==> src/rtl/linebuf_window_ctrl.sv <==
// linebuf_window_ctrl: sequencing controller for the mean-filter line-buffer
// chain. Tracks raster position, drives the common line-buffer shift enable,
// and presents a registered, tagged window descriptor once a full WIN x WIN
// neighbourhood sits at the buffer outputs.
//
// Optional feature macro: LBWIN_BORDER_EN
//   defined   - every accepted pixel yields a window; win_border marks edge ones
//   undefined - only interior windows are emitted; win_border is tied 0
module linebuf_window_ctrl #(
  parameter  int IMG_W = 640,
  parameter  int IMG_H = 480,
  parameter  int WIN   = 3,
  localparam int CW    = $clog2(IMG_W),
  localparam int RW    = $clog2(IMG_H)
) (
  input  logic          clk,
  input  logic          rst,
  input  logic          in_valid,
  input  logic          in_sof,
  output logic          in_ready,
  output logic          lb_en,
  input  logic          out_ready,
  output logic          win_valid,
  output logic [CW-1:0] win_col,
  output logic [RW-1:0] win_row,
  output logic          win_eol,
  output logic          win_eof,
  output logic          win_border,
  output logic          frame_done,
  output logic          err_sof
);

  typedef enum logic [1:0] {
    IDLE   = 2'd0,
    PRIME  = 2'd1,
    STREAM = 2'd2
  } state_t;

  localparam logic [CW-1:0] COL_LAST = CW'(IMG_W - 1);
  localparam logic [RW-1:0] ROW_LAST = RW'(IMG_H - 1);
  localparam logic [CW-1:0] COL_WIN  = CW'(WIN - 1);
  localparam logic [RW-1:0] ROW_WIN  = RW'(WIN - 1);

  state_t        state;
  logic [CW-1:0] col;   // position of the next pixel to arrive
  logic [RW-1:0] row;

  logic          tail;       // final window of the frame still in the output register
  logic          idle_like;  // between frames: only in_sof starts real work
  logic          accept;
  logic          restart;
  logic [CW-1:0] pix_col;    // position of the pixel being accepted now
  logic [RW-1:0] pix_row;
  logic [CW-1:0] nxt_col;
  logic [RW-1:0] nxt_row;
  logic          emit;
  logic          emit_border;

  // Handshake, pixel position and window qualification for the current cycle.
  // NOTE: every always_comb output gets a default first so no path can leave it
  // unassigned, which would otherwise infer a latch.
  always_comb begin
    tail        = 1'b0;
    idle_like   = 1'b0;
    pix_col     = col;
    pix_row     = row;
    nxt_col     = col;
    nxt_row     = row;
    emit        = 1'b0;
    emit_border = 1'b0;

    // The STREAM -> IDLE step happens only once the eof window leaves the
    // output register, so the frame tail behaves like IDLE for new pixels.
    tail      = (state == STREAM) & win_valid & win_eof;
    idle_like = (state == IDLE) | tail;

    in_ready = (state == IDLE) | ~win_valid | out_ready;
    accept   = in_valid & in_ready;
    // Pixels between frames are consumed but never enter the line buffers.
    lb_en    = accept & (~idle_like | in_sof);
    restart  = lb_en & in_sof;

    // A start-of-frame pixel is always (0,0), whether it opens a frame or
    // aborts one mid-way.
    if (idle_like || in_sof) begin
      pix_col = '0;
      pix_row = '0;
    end

    if (pix_col == COL_LAST) begin
      nxt_col = '0;
      nxt_row = (pix_row == ROW_LAST) ? '0 : pix_row + RW'(1);
    end else begin
      nxt_col = pix_col + CW'(1);
      nxt_row = pix_row;
    end

`ifdef LBWIN_BORDER_EN
    emit        = lb_en;
    emit_border = (pix_row < ROW_WIN) | (pix_col < COL_WIN);
`else
    // STREAM guarantees row >= WIN-1; a restart pixel sits at column 0 and so
    // never qualifies.
    emit        = lb_en & (state == STREAM) & (pix_col >= COL_WIN);
    emit_border = 1'b0;
`endif
  end

  // Frame FSM, position counters, window output register and status flags.
  // NOTE: sequential state uses non-blocking assignments only, so every
  // register samples pre-edge values regardless of statement order.
  always_ff @(posedge clk) begin
    if (rst) begin
      state      <= IDLE;
      col        <= '0;
      row        <= '0;
      win_valid  <= 1'b0;
      win_col    <= '0;
      win_row    <= '0;
      win_eol    <= 1'b0;
      win_eof    <= 1'b0;
      win_border <= 1'b0;
      frame_done <= 1'b0;
      err_sof    <= 1'b0;
    end else begin
      frame_done <= win_valid & out_ready & win_eof;

      if (restart && !idle_like) begin
        err_sof <= 1'b1;
      end

      if (lb_en) begin
        col <= nxt_col;
        row <= nxt_row;
        if (restart) begin
          state <= PRIME;
        end else if (state == PRIME && nxt_row == ROW_WIN) begin
          state <= STREAM;
        end
      end else if (tail && out_ready) begin
        state <= IDLE;
      end

      // Hold the descriptor while the downstream stage stalls; otherwise load
      // the window qualified by this cycle's pixel, or drop win_valid.
      if (!win_valid || out_ready) begin
        win_valid <= emit;
        if (emit) begin
          win_col    <= pix_col;
          win_row    <= pix_row;
          win_eol    <= (pix_col == COL_LAST);
          win_eof    <= (pix_col == COL_LAST) & (pix_row == ROW_LAST);
          win_border <= emit_border;
        end
      end
    end
  end

endmodule

==> config.mk <==
export PLATFORM = sky130hd
export DESIGN_NAME = linebuf_window_ctrl
export DESIGN_NICKNAME = d
export VERILOG_FILES = /design/src/rtl/linebuf_window_ctrl.sv
export SDC_FILE = /design/constraint.sdc
export NUM_CORES = 1
export LEC_CHECK = 0
export CAP_MARGIN = 20
export CORE_MARGIN = 3
export CORE_UTILIZATION = 50
export CTS_CLUSTER_SIZE = 12
export DETAILED_ROUTE_END_ITERATION = 7
export PLACE_DENSITY = 0.74
export SLEW_MARGIN = 5
export SYNTH_ARGS = -nofsm -noshare
export SYNTH_HDL_FRONTEND = slang
export SYNTH_SLANG_ARGS = --single-unit
export TNS_END_PERCENT = 5
==> constraint.sdc <==
create_clock -name clk -period 4.3 [get_ports clk]
set_clock_uncertainty 0.2 [all_clocks]
set_input_delay 0.86 -clock clk [delete_from_list [all_inputs] [get_ports clk]]
set_output_delay 0.86 -clock clk [all_outputs]
set_load 0.05 [all_outputs]
Fig. 1: run 1, placed standard cells
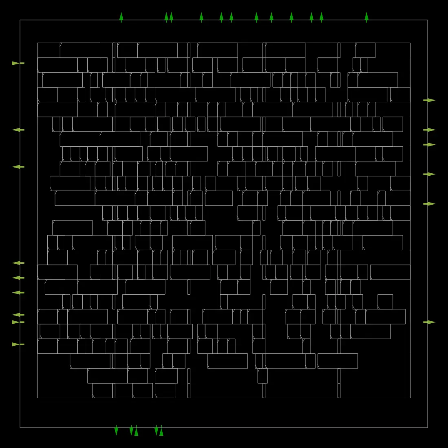
Final Core Density: 61.2%
Site Rows: 24

Fig. 2: run 1, clock wires, drivers and flops
Bar = 20 µm.
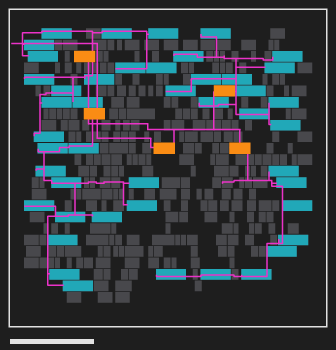
legend:
  orange:
    item: clock drivers
    count: 5
  magenta:
    item: clock wires
    length: 534 µm
  cyan:
    item: flip-flops
    count: 45
routed clock nets: 6
flops lie: spread over the die

Fig. 3: run 1, cells by drive strength
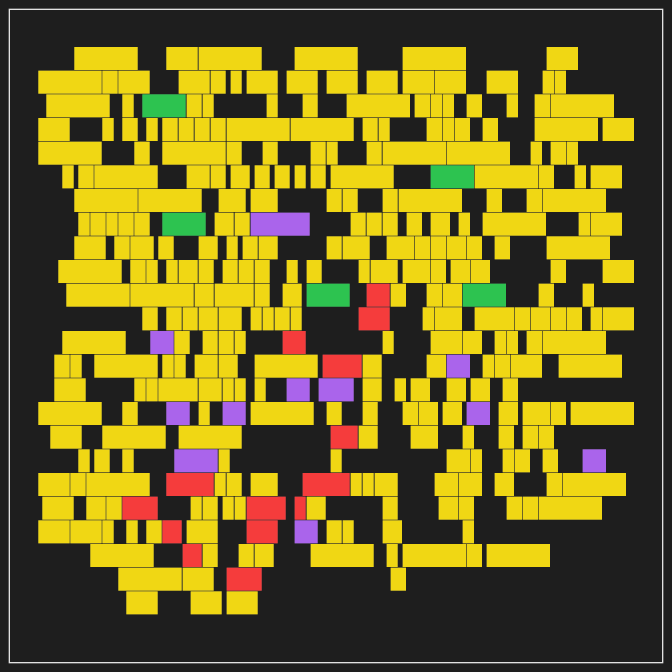
legend:
  red:
    size: _2 cells
    cells: 14
    share: 4.3%
  purple:
    size: _3 and _4 cells
    cells: 11
    share: 3.4%
  yellow:
    size: _0 and _1 cells
    cells: 298
    share: 91%
  green:
    size: _6 and larger
    cells: 5
    share: 1.5%

==> run 1: final cells by class <==
| class | instances | area, µm² |
|---|---|---|
| Sequential cell | 45 | 901 |
| Clock buffer | 7 | 76.3 |
| Timing Repair Buffer | 36 | 343 |
| Fill cell | 429 | 1740 |
| Clock inverter | 1 | 7.51 |
| Inverter | 6 | 22.5 |
| Tap cell | 52 | 65.1 |
| Multi-Input combinational cell | 233 | 1320 |
==> run 1: state kept, by name, indices dropped and copies added, names as in the netlist <==
signal and flops:
col 10, err_sof 1, frame_done 1, row 9, state 2, win_col 10
win_eof 1, win_eol 1, win_row 9, win_valid 1
==> run 1: routing by layer <==
layer | vias to the layer above | part of all wire (%)
met2 | 97 | 44
met3 | 12 | 6.0
li1 | 1134 | -
met1 | 1064 | 48
met5 | - | 0
met4 | 0 | 1.9
==> impl_metrics.env, run 1 <==
# yosys + openroad results
export IMPL_via_count=2307
export IMPL_startpoint="in_sof"
export IMPL_dpl_cell_area_um2=2650
export IMPL_diodes=0
export IMPL_holdWs_ns=0.255
export IMPL_outcome="complete, no violations"
export IMPL_path_cells="clkdlybuf4s50_1 > o21ba_2 > nand2_1 > inv_1 > ha_1 > and3_2 > nand4_2 > or4_4 > a21oi_2 > a2111oi_2 > a31o_1"
export IMPL_ys_flops=45
export IMPL_simple_gate_area_share_pct=31.8
export IMPL_cts_repair_resize_count=0
export IMPL_cpPeakStageDelay_ns=0.55
export IMPL_tns_ns=0
export IMPL_setup_viol=0
export IMPL_tightest_slew_ns=0.762
export IMPL_netlist_area_um2=2380
export IMPL_timing_final_ws_setup_ns=0.680
export IMPL_avgSynthCellArea_um2=7.62
export IMPL_clock_sinks=45
export IMPL_clk_insertion_delay_late_ns=0.29
export IMPL_final_nets=335
export IMPL_fp_coreArea_um2=4470
export IMPL_finalNonFillerCells=380
export IMPL_crit_type="input pin to flop"
export IMPL_ff_type="dfxtp_1"
export IMPL_numPortBuffers=30
export IMPL_reg2reg_slack_ns=1.07
export IMPL_powerSeq_uw=422
export IMPL_path_depth=11
export IMPL_worst_r2r_path_depth=11
export IMPL_ys_sh_xor_pct=0
export IMPL_cap_violations=0
export IMPL_grt_max_degree=33
export IMPL_endpoint_kind="flop"
export IMPL_r2r_end="state[1]"
Fig. 4: run 1, where the registers sit
Bar = 20 µm.
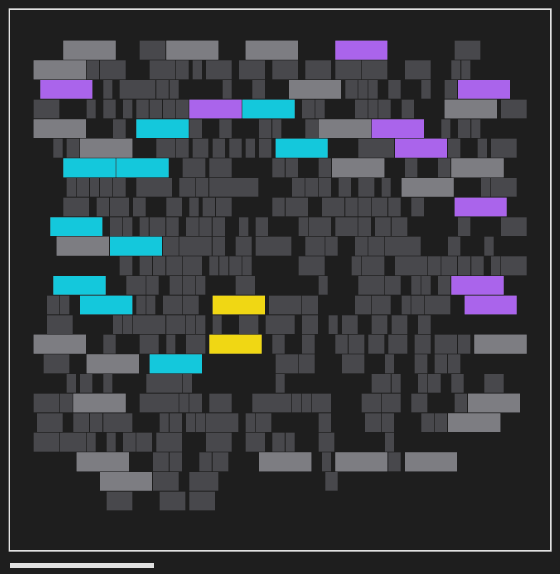

==> run 2: changes to the inputs <==
==> constraint.sdc (replaced) <==
create_clock -name clk -period 3.4 [get_ports clk]
set_clock_uncertainty 0.2 [all_clocks]
set_input_delay 0.68 -clock clk [delete_from_list [all_inputs] [get_ports clk]]
set_output_delay 0.68 -clock clk [all_outputs]
set_load 0.05 [all_outputs]
Fig. 5: run 2, where the registers sit
Bar = 20 µm.
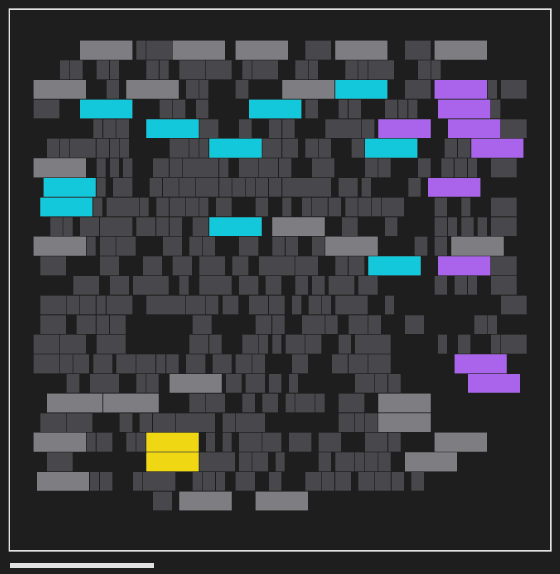
legend:
  purple:
    signal: win_row
    placed_flops: 9
  yellow:
    signal: state
    placed_flops: 2
  cyan:
    signal: col
    placed_flops: 10

Fig. 6: run 2, wiring heat map
15 x 15 tiles, from dark blue (low) to red (high), scaled to the fullest tile. Values are wire area over tile area, all layers added.
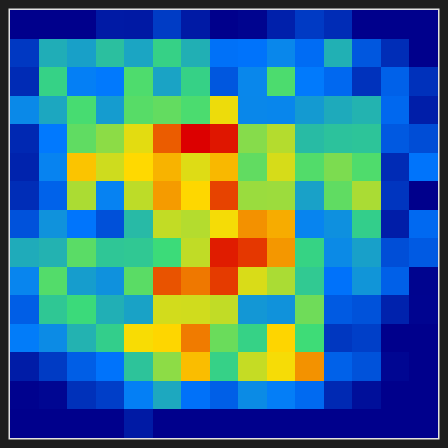
mean over tiles: 0.17
nearly empty tiles: 15%
fullest tile: 0.48
drt wl/cell: 14.9 µm
global-route usage over all layers: 23.4%

==> impl_metrics.env, run 2 <==
# yosys + openroad results
export IMPL_outcome="complete, no violations"
export IMPL_area_share_combinational_pct=45.7
export IMPL_clk_share_pct=3.03
export IMPL_grt_max_degree=23
export IMPL_ys_sh_xor_pct=0
export IMPL_path_cells="clkdlybuf4s50_1 > o21ba_2 > nand2_1 > inv_1 > ha_1 > and3_2 > nand4_2 > or4_4 > a21oi_2 > a2111oi_2 > a31o_1"
export IMPL_numPortBuffers=30
export IMPL_design_seq_count=45
export IMPL_fillers=383
export IMPL_r2r_end="state[1]"
export IMPL_clk_insertion_delay_late_ns=0.30
export IMPL_buffer_area_share_pct=17.0
export IMPL_endpoint_kind="flop"
export IMPL_clock_sinks=45
export IMPL_reg_top3="col: 10 flops, win_col: 10 flops"
export IMPL_diodes=0
export IMPL_ff_type="dfxtp_1"
export IMPL_setup_viol=0
export IMPL_cts_repair_resize_count=0
export IMPL_startpoint="in_sof"
export IMPL_worst_r2r_path_depth=11
export IMPL_buffers_excl_clock=56
export IMPL_clockBufferCount=6
export IMPL_largest_class="combinational gates"
export IMPL_tightest_slew_ns=0.760
run 2: cell counts after synthesis:
Identical to the previous run, type by type.
run 2: stage by stage:
stage                     std cells  TNS, ns  worst slack, ns  hold slack (ns)  cell area [µm²]
after floorplan                 312        0           0.0993            0.278             2380
after global placement          392  -0.0886          -0.0447            0.240             2810
after detailed placement        392   -0.382           -0.172            0.243             2810
after CTS                       400        0            0.138            0.255             2890
after global routing            400        0           0.0205            0.270             2890
final                           400        0            0.154            0.252             2890
run 2: per-layer routing:
metal  routed length [µm]  vias up  GRT usage, %
met3                  306       12          4.01
met1                 2810     1065          31.2
met2                 2710       63          36.3
li1                     -     1177             -
met5                    0        -             0
met4                  121        0          11.9
